$ cat src/rtl/or_reduce_arbiter.sv
// Round-robin arbiter sharing one 8-bit OR-reduction unit between NREQ requesters.
// Optional build macro OR_REDUCE_EARLY_EXIT_EN: finish the scan at the first nonzero chunk.
module or_reduce_arbiter #(
    parameter int unsigned NREQ  = 4,
    parameter int unsigned WIDTH = 16,
    parameter int unsigned IDW   = (NREQ > 1) ? $clog2(NREQ) : 1
) (
    input  logic                    clk,
    input  logic                    rst_n,
    input  logic [NREQ-1:0]         req_valid,
    output logic [NREQ-1:0]         req_ready,
    input  logic [NREQ*WIDTH-1:0]   req_data,
    output logic                    rsp_valid,
    input  logic                    rsp_ready,
    output logic                    rsp_any,
    output logic                    rsp_zero,
    output logic [IDW-1:0]          rsp_id
);

    localparam int unsigned CHUNKS = WIDTH / 8;
    localparam int unsigned IDXW   = (CHUNKS > 1) ? $clog2(CHUNKS) : 1;

    typedef enum logic [1:0] {
        IDLE = 2'd0,
        SCAN = 2'd1,
        DONE = 2'd2
    } state_t;

    state_t            state;
    logic [IDW-1:0]    last_grant;
    logic [IDW-1:0]    id_q;
    logic [WIDTH-1:0]  word_q;
    logic [IDXW-1:0]   idx;
    logic              acc;

    logic              grant_found;
    logic [IDW-1:0]    grant_idx;
    logic [IDW-1:0]    cand;
    logic [WIDTH-1:0]  grant_data;
    logic              chunk_nz;
    logic              last_chunk;
    logic              acc_next;
    logic              scan_end;

    // Round-robin search starting just after the most recently served requester.
    always_comb begin
        grant_found = 1'b0;
        grant_idx   = '0;
        cand        = '0;
        for (int unsigned i = 1; i <= NREQ; i++) begin
            cand = IDW'((32'(last_grant) + i) % NREQ);
            if (!grant_found && req_valid[cand]) begin
                grant_found = 1'b1;
                grant_idx   = cand;
            end
        end
    end

    always_comb begin
        grant_data = '0;
        for (int unsigned i = 0; i < NREQ; i++) begin
            if (32'(grant_idx) == i) begin
                grant_data = req_data[i*WIDTH +: WIDTH];
            end
        end
    end

    always_comb begin
        req_ready = '0;
        if (state == IDLE && grant_found) begin
            req_ready[grant_idx] = 1'b1;
        end
    end

    // The latched word is shifted down so the shared reducer always sees bits [7:0].
    assign chunk_nz   = |word_q[7:0];
    assign last_chunk = (idx == IDXW'(CHUNKS - 1));
    assign acc_next   = acc | chunk_nz;

`ifdef OR_REDUCE_EARLY_EXIT_EN
    assign scan_end = last_chunk | chunk_nz;
`else
    assign scan_end = last_chunk;
`endif

    assign rsp_zero = ~rsp_any;

    always_ff @(posedge clk or negedge rst_n) begin
        if (!rst_n) begin
            state      <= IDLE;
            rsp_valid  <= 1'b0;
            rsp_any    <= 1'b0;
            rsp_id     <= '0;
            acc        <= 1'b0;
            idx        <= '0;
            last_grant <= IDW'(NREQ - 1);
            id_q       <= '0;
            word_q     <= '0;
        end else begin
            case (state)
                IDLE: begin
                    if (grant_found) begin
                        word_q     <= grant_data;
                        id_q       <= grant_idx;
                        acc        <= 1'b0;
                        idx        <= '0;
                        last_grant <= grant_idx;
                        state      <= SCAN;
                    end
                end
                SCAN: begin
                    word_q <= word_q >> 8;
                    acc    <= acc_next;
                    if (scan_end) begin
                        rsp_any   <= acc_next;
                        rsp_id    <= id_q;
                        rsp_valid <= 1'b1;
                        state     <= DONE;
                    end else begin
                        idx <= idx + IDXW'(1);
                    end
                end
                DONE: begin
                    if (rsp_ready) begin
                        rsp_valid <= 1'b0;
                        state     <= IDLE;
                    end
                end
                default: state <= IDLE;
            endcase
        end
    end

endmodule

$ cat config.mk
export PLATFORM = sky130hd
export DESIGN_NAME = or_reduce_arbiter
export DESIGN_NICKNAME = d
export VERILOG_FILES = /design/src/rtl/or_reduce_arbiter.sv
export SDC_FILE = /design/constraint.sdc
export NUM_CORES = 1
export LEC_CHECK = 0
export ABC_AREA = 0
export ABC_CLOCK_PERIOD_IN_PS = 4750
export CAP_MARGIN = 20
export CORE_ASPECT_RATIO = 2
export CORE_MARGIN = 10
export CORE_UTILIZATION = 45
export DETAILED_ROUTE_END_ITERATION = 16
export PLACE_DENSITY = 0.84
export SLEW_MARGIN = 5
export SYNTH_ARGS = -nofsm -noshare
export SYNTH_HDL_FRONTEND = slang
export SYNTH_SLANG_ARGS = --single-unit
$ cat constraint.sdc
create_clock -name clk -period 4.75 [get_ports clk]
set_clock_uncertainty 0.05 [all_clocks]
set_input_delay 0.95 -clock clk [delete_from_list [all_inputs] [get_ports clk]]
set_output_delay 0.95 -clock clk [all_outputs]
set_load 0.005 [all_outputs]
Figure 1. Where the registers sit (run 1).
Scale bar: 20 um.
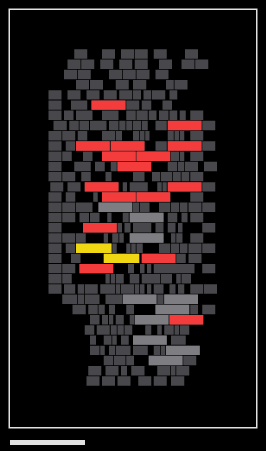
legend:
  `last_grant`:
    color: yellow
    flops: 2
  `word_q`:
    color: red
    flops: 16
not colored: 10

Figure 2. Placement by cell class (run 1).
Scale bar: 20 um.
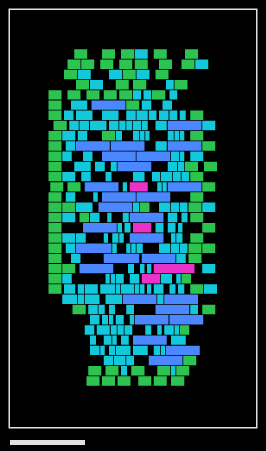
legend:
  all other logic:
    color: cyan
    cells: 165
    share_of_their_area: 41%
  clock drivers and dummy loads:
    color: magenta
    cells: 4
    share_of_their_area: 2.6%
  flip-flops:
    color: blue
    cells: 28
    share_of_their_area: 26%
  other buffers and delay cells:
    color: green
    cells: 83
    share_of_their_area: 30%

==> out/metrics.yaml, run 1 <==
power_and_ir_drop:
  irDropWorstVdd_mv: 0.309
  switching_share_pct: 41.2
  maxPowerGroup: "combinational logic"
  p_leak_nw: 1.12
  combPwrFrac_pct: 54.7
  switching_power_w: 0.000607
  p_per_area_nw_per_um2: 532
  p_int_w: 0.000866
  finalPower_w: 0.00147
  pg_seq_w: 0.000482
  seqPwrFrac_pct: 32.7
  p_comb_w: 0.000805
logic_synthesis:
  netlist_top_cells_count: "dfrtp_1, a21oi_1, nor2_1, mux2i_1, nand2_1"
  ys_sh_aoi_pct: 29.9
  syn_inst: 202
  ys_sh_adder_pct: 0
  async_flop_share_pct: 100
  avgSynthCellArea_sq_um: 9.22
  xor_area_share_pct: 0.470
  syn_nets: 273
  yosysMostFrequentCell: "dfrtp_1"
  logic_family: "AND-OR/OR-AND gates"
  yosys.stat.chipArea_sq_um: 1860
  yosys_warnings: 0
  synth-edff-count: 0
  netlist_area_sq_um: 1860
  synth_flops: 28
  ys_sh_simple_pct: 17.5
  yosysCellCount: 202
  top_area_cell: "dfrtp_1"
  synth.area.mux_share_pct: 10.4
  ys.flop_type: "dfrtp_1"
  yosysTopAreaCellShare_pct: 34.9
  netlist-cell-type-count: 38
  area_leaders: "dfrtp_1, mux2i_1, a21oi_1, a211oi_2, a22o_1"
  yosys.stat.seqShare_pct: 37.7
finish:
  num-nets-final: 352
  inv_count: 5
  clock_buffer_count: 3
  syn_to_final_growth_pct: 48.6
  comb_share_pct: 39.4
  final_util_pct: 68.4
  nFillCells: 348
  area_dominant_class: "multi-input combinational cells"
  seq_share_pct: 25.4
  flops: 28
  buf_share_pct: 29.6
  buffers: 83
  layout.cells.non_filler: 332
  clock_area_share_pct: 2.58
  drive_above_1_share_pct: 7.86
  regArea_sq_um: 703
  final_common_cell: "clkdlybuf4s50_1"
  n_antenna_cell: 0
  comb_cells: 160
  fin_area_sq_um: 2770
  logic_area_sq_um: 1090
  most-common-layout-cells: "clkdlybuf4s50_1, dfrtp_1, a21oi_1"
worst_setup_path:
  required_ns: 3.75
  cp.depth: 6
  crit_buf_inv: 2
  cpMaxStageDelayCell: "clkdlybuf4s50_1"
  cp.arrival_ns: 3.32
  cpPeakStageDelay_ns: 0.61
  rr_endpoint: "word_q[14]$_DFFE_PN0P_"
  start_kind: "input pin"
  ff2ff_setup_slack_ns: 2.26
  path_delay_family: "buffers and inverters"
  cpMostUsedCell: "clkdlybuf4s50_1"
  crit_chain: "clkdlybuf4s50_1 -> nor4_1 -> or3_1 -> a2111o_1 -> nor3_1 -> clkdlybuf4s50_1"
  cp-end-kind: "output pin"
  worstSetupPathType: "input pin to output pin"
  r2r_start: "last_grant[1]$_DFFE_PN1P_"
  reg2regPathDepth: 6
  path_max_fanout: 8
clock_tree:
  cts-root-buf: "clkbuf_8"
  htree_levels: 1
  cts.sinks: 28
  clkTransAtPathRegs_ns: 0.09
  cts.path.max_buffers: 2
  cts_buffers: 3
  holdBufCountCts: 0
  tritoncts: "built"
  cts_resized: 0
  cts_setup_buffers: 0
floorplanning:
  nWellTaps: 52
  dieArea_sq_um: 7270
  io_pins: 80
  fp_util_pct: 46.0
  core_area_sq_um: 4050
  die_w_um: 65.5
  rows: 33
  die_h_um: 111
place:
  dpl_worst_slack_ns: 0.228
  place_hpwl_mm: 4.83
  portBuffers: 79
  dp.cells: 327
  place_area_sq_um: 2690
  place.gp.congestion: 0.841
detailed_routing:
  ant_nets: 0
  drc: 0
  top_layer_used: "met4"
  first_iter_violations: 59
  routed_wl_mm: 5.90
  dr_total_vias: 1863
  met2_length_mm: 3.41
  wl_met1_mm: 2.16
  vias_per_cell: 5.61
  wl_met3_um: 212
  dr.pass1.iters: 4
timing:
  setup_tns_ns: 0
  fin_crit_sh_pct: 90.9
  fin_ws_ns: 0.435
  rsz0062_at_grt: "no"
  worst_pin_slew_ns: 0.751
  max_freq_ghz: 0.232
  drv_slew: 0
  maxSlewHeadroom_pct: 49.9
  setup_viol: 0
  hold_violations: 0
  fin_crit_ns: 4.32
  hold_slack_ns: 0.463
worst_hold_path:
  min-delay-start: "rsp_id[0]$_DFFE_PN0P_"
  hold_path_class: "flop to flop"
  whs_path_depth: 1
  hold_end: "rsp_id[0]$_DFFE_PN0P_"
global_route:
  gr-usage-met1_pct: 17.1
  grt_max_degree: 21
  grt_pass1_vias: 2020
  antenna_found_initial: 0
  overflow: 0
  grt_pass1_wl_mm: 9.65
status:
  status: "finished, final reports clean"
run:
  warnings: 26
  maxCapViolCount: 0
Figure 3. Routing congestion map (run 1).
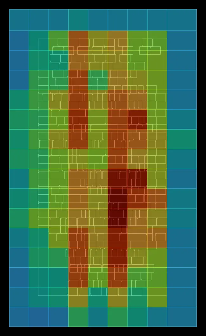
GR Util met2: 30.8%
Top Usage Layer GRT: met2
Tot GR Track Use: 16.3%
routed len/inst: 17.8 um
met3 global-route usage: 1.82%

Figure 4. Clock wires, drivers and flops (run 1).
Scale bar: 20 um.
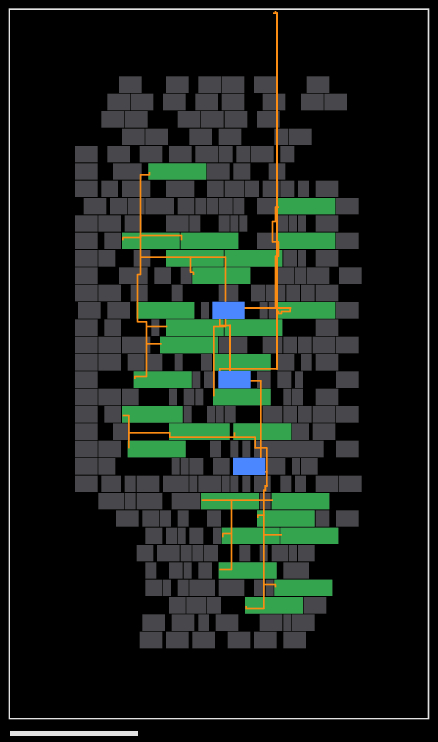
legend:
  clock wires:
    color: orange
    length: 320 um
  flip-flops:
    color: green
    count: 28
  cells driving clock nets:
    color: blue
    count: 3
routed clock nets: 4
clock distribution power: 0.000186 W
Latency at later pin: 0.27 ns
clock network power share: 12.6%

[run 1: worst max-delay path by stage]
| stage | from | endpoint | slack [ns] |
|---|---|---|---|
| after floorplan | req_valid[3] | req_ready[2] | 1.61 |
| after global placement | req_valid[0] | req_ready[0] | 0.33 |
| after detailed placement | req_valid[0] | req_ready[0] | 0.23 |
| after CTS | req_valid[0] | req_ready[0] | 0.21 |
| after global routing | req_valid[0] | req_ready[0] | 0.27 |
| final | req_valid[0] | req_ready[2] | 0.43 |
[run 1: flip-flops by register name, summed over array words and instances (netlist names)]
register	count
acc	1
id_q	2
idx	1
last_grant	2
rsp_any	1
rsp_id	2
rsp_valid	1
state	2
word_q	16
--- run 2 (diff from run 1) ---
--- a/config.mk
+++ b/config.mk
@@ -10,9 +10,9 @@
 export CAP_MARGIN = 20
 export CORE_ASPECT_RATIO = 2
 export CORE_MARGIN = 10
-export CORE_UTILIZATION = 45
+export CORE_UTILIZATION = 46
 export DETAILED_ROUTE_END_ITERATION = 16
-export PLACE_DENSITY = 0.84
+export PLACE_DENSITY = 0.82
 export SLEW_MARGIN = 5
 export SYNTH_ARGS = -nofsm -noshare
 export SYNTH_HDL_FRONTEND = slang
Figure 5. Clock wires, drivers and flops (run 2).
Scale bar: 20 um.
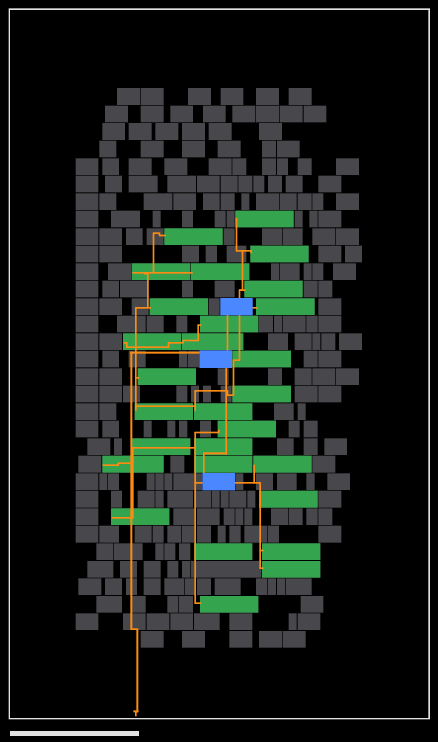
clock distribution power: 0.000183 W
clock network power share: 12.5%

==> run 2 against run 1 <==
Global-route usage up 0.16 points. Register-to-register slack worse by 0.06 ns. Setup slack got worse by 0.0011 ns. Final cell count decreased by 0.30%. Via count fell by 0.16%. First-iteration DRC count fell by 32%. Non-clock buffer count did not move. Fmax about the same. Combinational power about the same. Core utilization up 2.8 points. Hold slack improved by 0.0066 ns. Largest cell class unchanged.
==> out/metrics.yaml, run 2 <==
status:
  status: "finished, final reports clean"  # unchanged
floorplanning:
  die_h_um: 110  # was 111 um
  io_pins: 80  # unchanged
  core_area_sq_um: 3880  # was 4050 sq um
  rows: 32  # was 33
detailed_routing:
  first_iter_violations: 40  # was 59
  wire_per_inst_um: 17.7  # was 17.8 um
  drc: 0  # unchanged
  wl_met1_mm: 2.15  # was 2.16 mm
  ant_nets: 0  # unchanged
  wl_met3_um: 217  # was 212 um
  top_layer_used: "met4"  # unchanged
clock_tree:
  holdBufCountCts: 0  # unchanged
  insertion_delay_ns: 0.27  # about the same
  cts_resized: 0  # unchanged
  cts.sinks: 28  # unchanged
  tritoncts: "built"  # unchanged
  cts_buffers: 3  # unchanged
  cts-root-buf: "clkbuf_8"  # unchanged
  cts.path.max_buffers: 2  # unchanged
global_route:
  busiest_layer: "met2"  # unchanged
  grt.total_usage_pct: 16.5  # was 16.3%
  grt_max_degree: 22  # was 21
  use_met2_pct: 30.9  # was 30.8%
  grt_pass1_wl_mm: 9.46  # was 9.65 mm
  grt_pass1_vias: 1967  # was 2020
power_and_ir_drop:
  pg_seq_w: 0.000477  # was 0.000482 W
  irDropWorstVdd_mv: 0.451  # was 0.309 mV
  p_comb_w: 0.000806  # was 0.000805 W
  finalPower_w: 0.00147  # about the same
  switching_power_w: 0.000601  # was 0.000607 W
worst_setup_path:
  cp.depth: 6  # unchanged
  cpMaxStageDelayCell: "clkdlybuf4s50_1"  # unchanged
  start_kind: "input pin"  # unchanged
  cpMostUsedCell: "clkdlybuf4s50_1"  # unchanged
  worstSetupPathType: "input pin to output pin"  # unchanged
  crit_chain: "clkdlybuf4s50_1 -> nor4_1 -> or3_1 -> a2111o_1 -> nor3_1 -> clkdlybuf4s50_1"  # unchanged
  cpPeakStageDelay_ns: 0.60  # was 0.61 ns
  r2r_start: "last_grant[1]$_DFFE_PN1P_"  # unchanged
  worstSetupEndpoint: "req_ready[2]"  # unchanged
  required_ns: 3.75  # about the same
timing:
  fin_crit_ns: 4.32  # about the same
  drv_slew: 0  # unchanged
  fin_crit_sh_pct: 90.9  # about the same
  setup_tns_ns: 0  # unchanged
  max_freq_ghz: 0.232  # about the same
  hold_slack_ns: 0.470  # was 0.463 ns
  worst_pin_slew_ns: 0.765  # was 0.751 ns
  fin_ws_ns: 0.433  # was 0.435 ns
  hold_violations: 0  # unchanged
  setup_viol: 0  # unchanged
logic_synthesis:
  syn_inst: 202  # unchanged
  synth_flops: 28  # unchanged
  synth-edff-count: 0  # unchanged
  area_leaders: "dfrtp_1, mux2i_1, a21oi_1, a211oi_2, a22o_1"  # unchanged
  netlist_top_cells_count: "dfrtp_1, a21oi_1, nor2_1, mux2i_1, nand2_1"  # unchanged
  top_area_cell: "dfrtp_1"  # unchanged
  syn_nets: 273  # unchanged
  avgSynthCellArea_sq_um: 9.22  # unchanged
  yosysMostFrequentCell: "dfrtp_1"  # unchanged
  netlist-cell-type-count: 38  # unchanged
  netlist_area_sq_um: 1860  # unchanged
  ys.flop_type: "dfrtp_1"  # unchanged
  yosysTopAreaCellShare_pct: 34.9  # unchanged
  yosysCellCount: 202  # unchanged
  yosys.stat.seqShare_pct: 37.7  # unchanged
run:
  maxCapViolCount: 0  # unchanged
  warnings: 26  # unchanged
place:
  place_hpwl_mm: 4.91  # was 4.83 mm
  place_area_sq_um: 2700  # was 2690 sq um
  dpl_worst_slack_ns: 0.457  # was 0.228 ns
finish:
  num-nets-final: 352  # unchanged
  layout.cells.non_filler: 331  # was 332
  fin_area_sq_um: 2770  # about the same
  drive_above_1_share_pct: 7.86  # unchanged
  top_register: "word_q"  # unchanged
  syn_to_final_growth_pct: 48.6  # about the same
  largest_reg_flops: 16  # unchanged
  final_util_pct: 71.3  # was 68.4%
worst_hold_path:
  whs_path_depth: 1  # unchanged
  hold_end: "rsp_id[0]$_DFFE_PN0P_"  # unchanged
## run 2: cell counts after synthesis
No cell type changed its count.
## run 2: cells by family (layout without fill, tap and decap cells)
| family | after synthesis | count (layout) | synth area share [%] |
|---|---|---|---|
| flops | 28 | 28 | 37.7 |
| xor+xnor | 1 | 1 | 0.470 |
| buf+inv | 14 | 92 | 4.03 |
| compound gates | 78 | 78 | 29.9 |
| mux | 19 | 19 | 10.4 |
| simple gates | 62 | 62 | 17.5 |
## run 2: final cells by class
type                       instances  area, sq um  share of cell area (%)
multi-input combinational        160         1090                    39.4
timing repair buffer              83          821                    29.7
sequential                        28          703                    25.4
tap                               51         63.8                    2.31
clock buffer                       3         41.3                    1.49
clock inverter                     1         30.0                    1.08
inverter                           5         18.8                   0.678
Power and IR drop assume default switching activity.
